File: src/rtl/vending_machine_n.sv
// vending_machine_n -- parametrised vending controller.
// Collects coins for a selected product, dispenses with change, and refunds
// on cancel or after TIMEOUT_CYC idle cycles while collecting.
// Ports:
//   clk, reset        : clock and synchronous active-high reset
//   BTN[N_PROD]       : product select buttons (level)
//   cancel            : cancel request (level)
//   Money_in[3]       : one-hot coin (001=1, 010=2, 100=5 units)
//   product[N_PROD]   : one-hot dispense strobe
//   delivered         : dispense strobe, any product
//   refunded          : refund strobe (cancel or timeout)
//   LED[N_PROD]       : selected-product indicator
//   credit            : current inserted credit
//   change            : returned amount, qualified by change_valid
//   change_valid      : change strobe
//   coin_reject       : coin event ignored or invalid
module vending_machine_n #(
  parameter int                         N_PROD      = 3,
  parameter int                         PRICE_W     = 8,
  parameter logic [N_PROD*PRICE_W-1:0]  PRICES      = {8'd5, 8'd3, 8'd2},
  parameter int                         TIMEOUT_CYC = 1000
) (
  input  logic               clk,
  input  logic               reset,
  input  logic [N_PROD-1:0]  BTN,
  input  logic               cancel,
  input  logic [2:0]         Money_in,
  output logic [N_PROD-1:0]  product,
  output logic               delivered,
  output logic               refunded,
  output logic [N_PROD-1:0]  LED,
  output logic [PRICE_W-1:0] credit,
  output logic [PRICE_W-1:0] change,
  output logic               change_valid,
  output logic               coin_reject
);

  localparam int SEL_W = (N_PROD > 1) ? $clog2(N_PROD) : 1;
  localparam int CNT_W = $clog2(TIMEOUT_CYC);

  typedef enum logic [1:0] {IDLE, COLLECT, DISPENSE, REFUND} state_t;

  state_t             state;
  logic [SEL_W-1:0]   sel;
  logic [CNT_W-1:0]   cnt;
  logic [N_PROD-1:0]  btn_p1;
  logic               cancel_p1;
  logic [2:0]         coin_p1;

  logic [N_PROD-1:0]  btn_ev;
  logic               btn_any;
  logic [SEL_W-1:0]   btn_idx;
  logic               cancel_ev;
  logic               coin_ev;
  logic               coin_ok;
  logic               coin_add;
  logic [PRICE_W-1:0] price_sel;
  logic [PRICE_W-1:0] sum;

  function automatic logic [PRICE_W-1:0] coin_value(input logic [2:0] m);
    case (m)
      3'b001:  coin_value = PRICE_W'(1);
      3'b010:  coin_value = PRICE_W'(2);
      3'b100:  coin_value = PRICE_W'(5);
      default: coin_value = '0;
    endcase
  endfunction

  function automatic logic [PRICE_W-1:0] price_of(input logic [SEL_W-1:0] s);
    price_of = PRICES[int'(s)*PRICE_W +: PRICE_W];
  endfunction

  function automatic logic [N_PROD-1:0] sel_onehot(input logic [SEL_W-1:0] s);
    sel_onehot    = '0;
    sel_onehot[s] = 1'b1;
  endfunction

  // Stage p0: edge detection against the previous-cycle samples
  assign btn_ev    = BTN & ~btn_p1;
  assign btn_any   = |btn_ev;
  assign cancel_ev = cancel & ~cancel_p1;
  assign coin_ev   = (Money_in != 3'b000) && (coin_p1 == 3'b000);
  assign coin_ok   = $onehot(Money_in);
  assign coin_add  = coin_ev && coin_ok;
  assign price_sel = price_of(sel);
  // Credit including this edge's coin; bounded by max price + 4, so no wrap.
  assign sum       = coin_add ? (credit + coin_value(Money_in)) : credit;

  // Lowest index wins when several buttons rise together.
  always_comb begin
    btn_idx = '0;
    for (int i = N_PROD - 1; i >= 0; i--) begin
      if (btn_ev[i]) btn_idx = SEL_W'(i);
    end
  end

  // Stage p1: state, credit and registered outputs
  always_ff @(posedge clk) begin
    if (reset) begin
      state        <= IDLE;
      sel          <= '0;
      cnt          <= '0;
      credit       <= '0;
      btn_p1       <= '0;
      cancel_p1    <= 1'b0;
      coin_p1      <= 3'b000;
      product      <= '0;
      delivered    <= 1'b0;
      refunded     <= 1'b0;
      LED          <= '0;
      change       <= '0;
      change_valid <= 1'b0;
      coin_reject  <= 1'b0;
    end else begin
      btn_p1       <= BTN;
      cancel_p1    <= cancel;
      coin_p1      <= Money_in;
      product      <= '0;
      delivered    <= 1'b0;
      refunded     <= 1'b0;
      change       <= '0;
      change_valid <= 1'b0;
      coin_reject  <= 1'b0;

      case (state)
        IDLE: begin
          LED <= '0;
          if (coin_ev) coin_reject <= 1'b1;
          if (btn_any) begin
            sel   <= btn_idx;
            cnt   <= '0;
            LED   <= sel_onehot(btn_idx);
            state <= COLLECT;
          end
        end

        COLLECT: begin
          if (coin_ev && !coin_ok) coin_reject <= 1'b1;
          if (coin_add) begin
            credit <= sum;
            cnt    <= '0;
          end else begin
            cnt <= cnt + CNT_W'(1);
          end
          // Cancel outranks payment; timeout only applies without a coin,
          // and then sum equals credit.
          if (cancel_ev || (!coin_add && sum < price_sel &&
                            cnt == CNT_W'(TIMEOUT_CYC - 1))) begin
            refunded     <= 1'b1;
            change       <= sum;
            change_valid <= (sum != '0);
            LED          <= '0;
            state        <= REFUND;
          end else if (sum >= price_sel) begin
            product      <= sel_onehot(sel);
            delivered    <= 1'b1;
            change       <= sum - price_sel;
            change_valid <= (sum != price_sel);
            state        <= DISPENSE;
          end
        end

        default: begin
          if (coin_ev) coin_reject <= 1'b1;
          credit <= '0;
          LED    <= '0;
          state  <= IDLE;
        end
      endcase
    end
  end

endmodule

File: config.mk
export PLATFORM = sky130hd
export DESIGN_NAME = vending_machine_n
export DESIGN_NICKNAME = d
export VERILOG_FILES = /design/src/rtl/vending_machine_n.sv
export SDC_FILE = /design/constraint.sdc
export NUM_CORES = 1
export LEC_CHECK = 0
export ABC_CLOCK_PERIOD_IN_PS = 5700
export CAP_MARGIN = 10
export CORE_MARGIN = 5
export CORE_UTILIZATION = 50
export CTS_CLUSTER_SIZE = 25
export DETAILED_ROUTE_END_ITERATION = 8
export GPL_TIMING_DRIVEN = 0
export PLACE_DENSITY = 0.85
export SLEW_MARGIN = 20
export SYNTH_ARGS = -nofsm -noshare
export SYNTH_HDL_FRONTEND = slang
export SYNTH_SLANG_ARGS = --single-unit
export TNS_END_PERCENT = 20
File: constraint.sdc
create_clock -name clk -period 5.7 [get_ports clk]
set_clock_uncertainty 0.2 [all_clocks]
set_input_delay 1.14 -clock clk [delete_from_list [all_inputs] [get_ports clk]]
set_output_delay 1.14 -clock clk [all_outputs]
set_load 0.005 [all_outputs]
**Run 1: supply network**

Scale bar: 20 um. Pins as bars on the die edge.
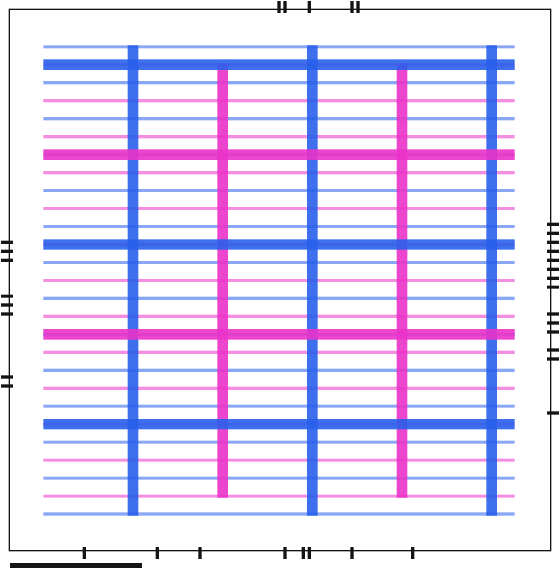
legend:
  VDD:
    colour: magenta
  VSS:
    colour: blue
met4 straps: 5
met5 straps: 5

**Run 1: cell classes on the final placement**

Scale bar: 20 um.
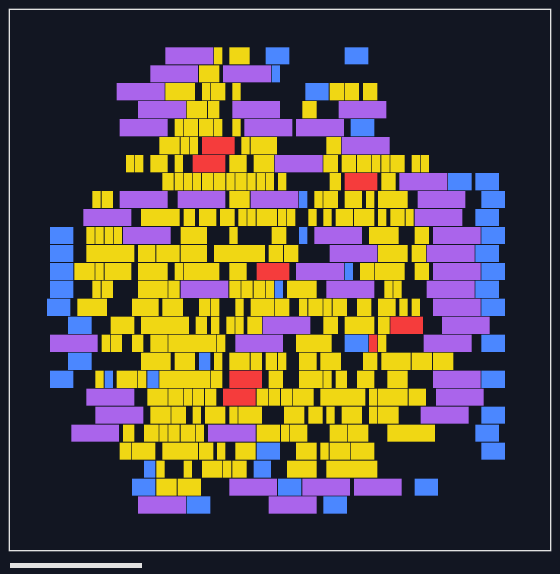
legend:
  all other logic:
    colour: yellow
    cells: 229
    share_of_their_area: 53%
  clock drivers and dummy loads:
    colour: red
    cells: 8
    share_of_their_area: 3.3%
  flip-flops:
    colour: purple
    cells: 47
    share_of_their_area: 31%
  other buffers and delay cells:
    colour: blue
    cells: 43
    share_of_their_area: 12%

**Run 1: clock wires, drivers and flops**

Scale bar: 20 um.
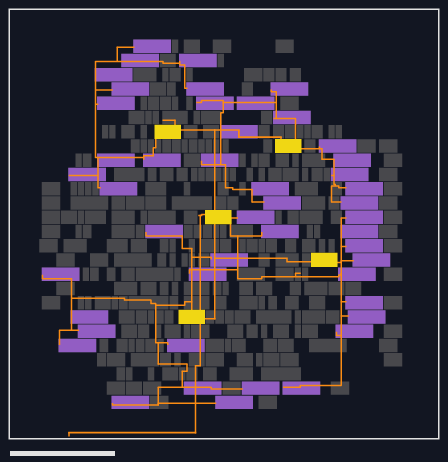
legend:
  flip-flops:
    colour: purple
    count: 47
  cells driving clock nets:
    colour: yellow
    count: 5
  clock wires:
    colour: orange
    length: 584 um
flops lie: spread over the die
routed clock nets: 6

==> out/metrics.cfg, run 1 <==
[global_route]
grt_pass1_wl_um = 9490
antenna_found_initial = 0
grt_use_met2_pct = 30.9
overflow = 0
grt_use_met1_pct = 22.0
grt_pass1_vias = 2115
use_met3_pct = 4.61
grt_usage_pct = 18.3

[critical_path]
critPathArrivalTime_ps = 5520
crit_chain = clkdlybuf4s50_1, inv_1, fa_1, and2b_1, and3_4, buf_2, mux2i_1, ha_1, inv_1, a21o_1, a211oi_1, o21ai_0, a21oi_1, mux2i_1, o31a_1
criticalPathCategory = input pin to flip-flop
rrSetupSlack_ps = 1840
slowest_stage = a211oi_1

[die]
well_tap_count = 70
core.rowCount = 26
chip_area_um2 = 6680

[yosys]
synth-edff-count = 0
common_cells = dfxtp_1, nor2_1, nand2_1, inv_1, nor3_1
synth_warnings = 0
ys_sh_aoi_pct = 17.4
synthTopCellsByArea = dfxtp_1, nor2_1, ha_1, xnor2_1, nand2_1
top_logic_kind = simple AND/OR/NAND/NOR gates
ys_sh_adder_pct = 7.20
simple_gate_share_pct = 27.6
yosysChipArea_um2 = 2570

[placement]
placed_cells = 389
io_buffer_count = 33
placed_cell_area_um2 = 2990

[detailed_routing]
viasPerCell = 5.38
detailroute.via_count = 2135
drc = 0
first_iter_violations = 115
wl_met2_um = 2720

[power]
internal_power_mw = 0.496
power_density_nw_per_um2 = 220
seq-power_mw = 0.346
peakVddDrop_uv = 92.5
seq_power_share_pct = 50.9
p_switching_mw = 0.183

[final_layout]
layout.area.comb_um2 = 1530
n_all_buffers = 43
top_regs = cnt (10), change (8), credit (8)
layout.cells.most_common = dfxtp_1
dominant_cells = combinational gates
post-route-util_pct = 61.4

[sta]
worst_pin_slew_ps = 892
hold_viol = 0
whs_ps = 278

[outcome]
status = finished clean

==> inputs of run 2 (changes only) <==
ABC_AREA = 1   (was default)
CELL_PAD_IN_SITES_DETAIL_PLACEMENT = 0   (was default)
CELL_PAD_IN_SITES_GLOBAL_PLACEMENT = 1   (was default)
CORE_UTILIZATION = 40   (was 50)
PLACE_DENSITY = 0.91   (was 0.85)
REMOVE_ABC_BUFFERS = 1   (was default)
**Run 2: clock wires, drivers and flops**

Scale bar: 20 um.
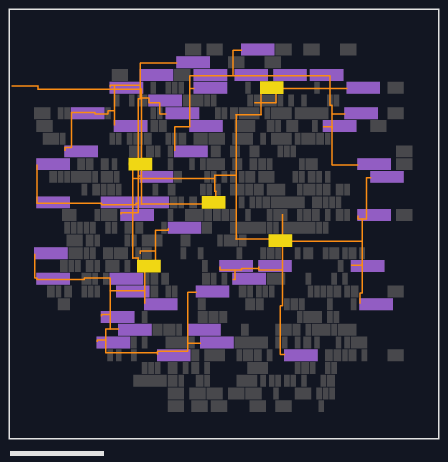
legend:
  cells driving clock nets:
    colour: yellow
    count: 5
  flip-flops:
    colour: purple
    count: 47
  clock wires:
    colour: orange
    length: 607 um
routed clock nets: 6

**Run 2: cell placement**

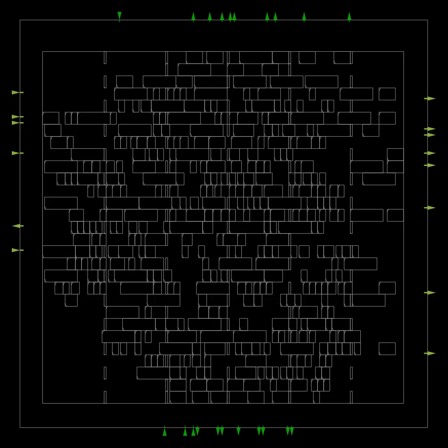
flip-flops: 47
Core Area: 6390 um^2
Row Count: 29

==> out/metrics.cfg, run 2 <==
[power]
p_switching_mw = 0.196  ; +7.0%
seq-power_mw = 0.346  ; about the same
internal_power_mw = 0.486  ; -2.1%
seq_power_share_pct = 50.8  ; about the same

[yosys]
ys_sh_aoi_pct = 9.82  ; -7.6 points
ys_sh_adder_pct = 6.99  ; -0.21 points
yosysChipArea_um2 = 2650  ; +3.0%
top_logic_kind = simple AND/OR/NAND/NOR gates
synth_warnings = 0  ; unchanged

[critical_path]
criticalPathCategory = input pin to flip-flop
critPathArrivalTime_ps = 4980  ; -540 ps
crit_chain = clkdlybuf4s50_1, inv_1, fa_1, nor2_1, nand3_4, inv_2, or2_2, o21ai_0, ha_1, inv_1, fa_1, nand2_1, nand2_1, nor2_4, nand3_2, nor2_2, inv_2, o21ai_2, nor2_1

[final_layout]
top_regs = cnt (10), change (8), credit (8)
layout.cells.most_common = nand2_1
dominant_cells = combinational gates

[placement]
placed_cell_area_um2 = 3060  ; +2.3%

[sta]
hold_viol = 0  ; unchanged
whs_ps = 246  ; -32.4 ps

[global_route]
grt_pass1_wl_um = 10100  ; +6.8%
use_met3_pct = 3.64  ; -0.97 points

[outcome]
status = finished clean

[detailed_routing]
wl_met2_um = 2760  ; +1.5%

[die]
well_tap_count = 77  ; +10%

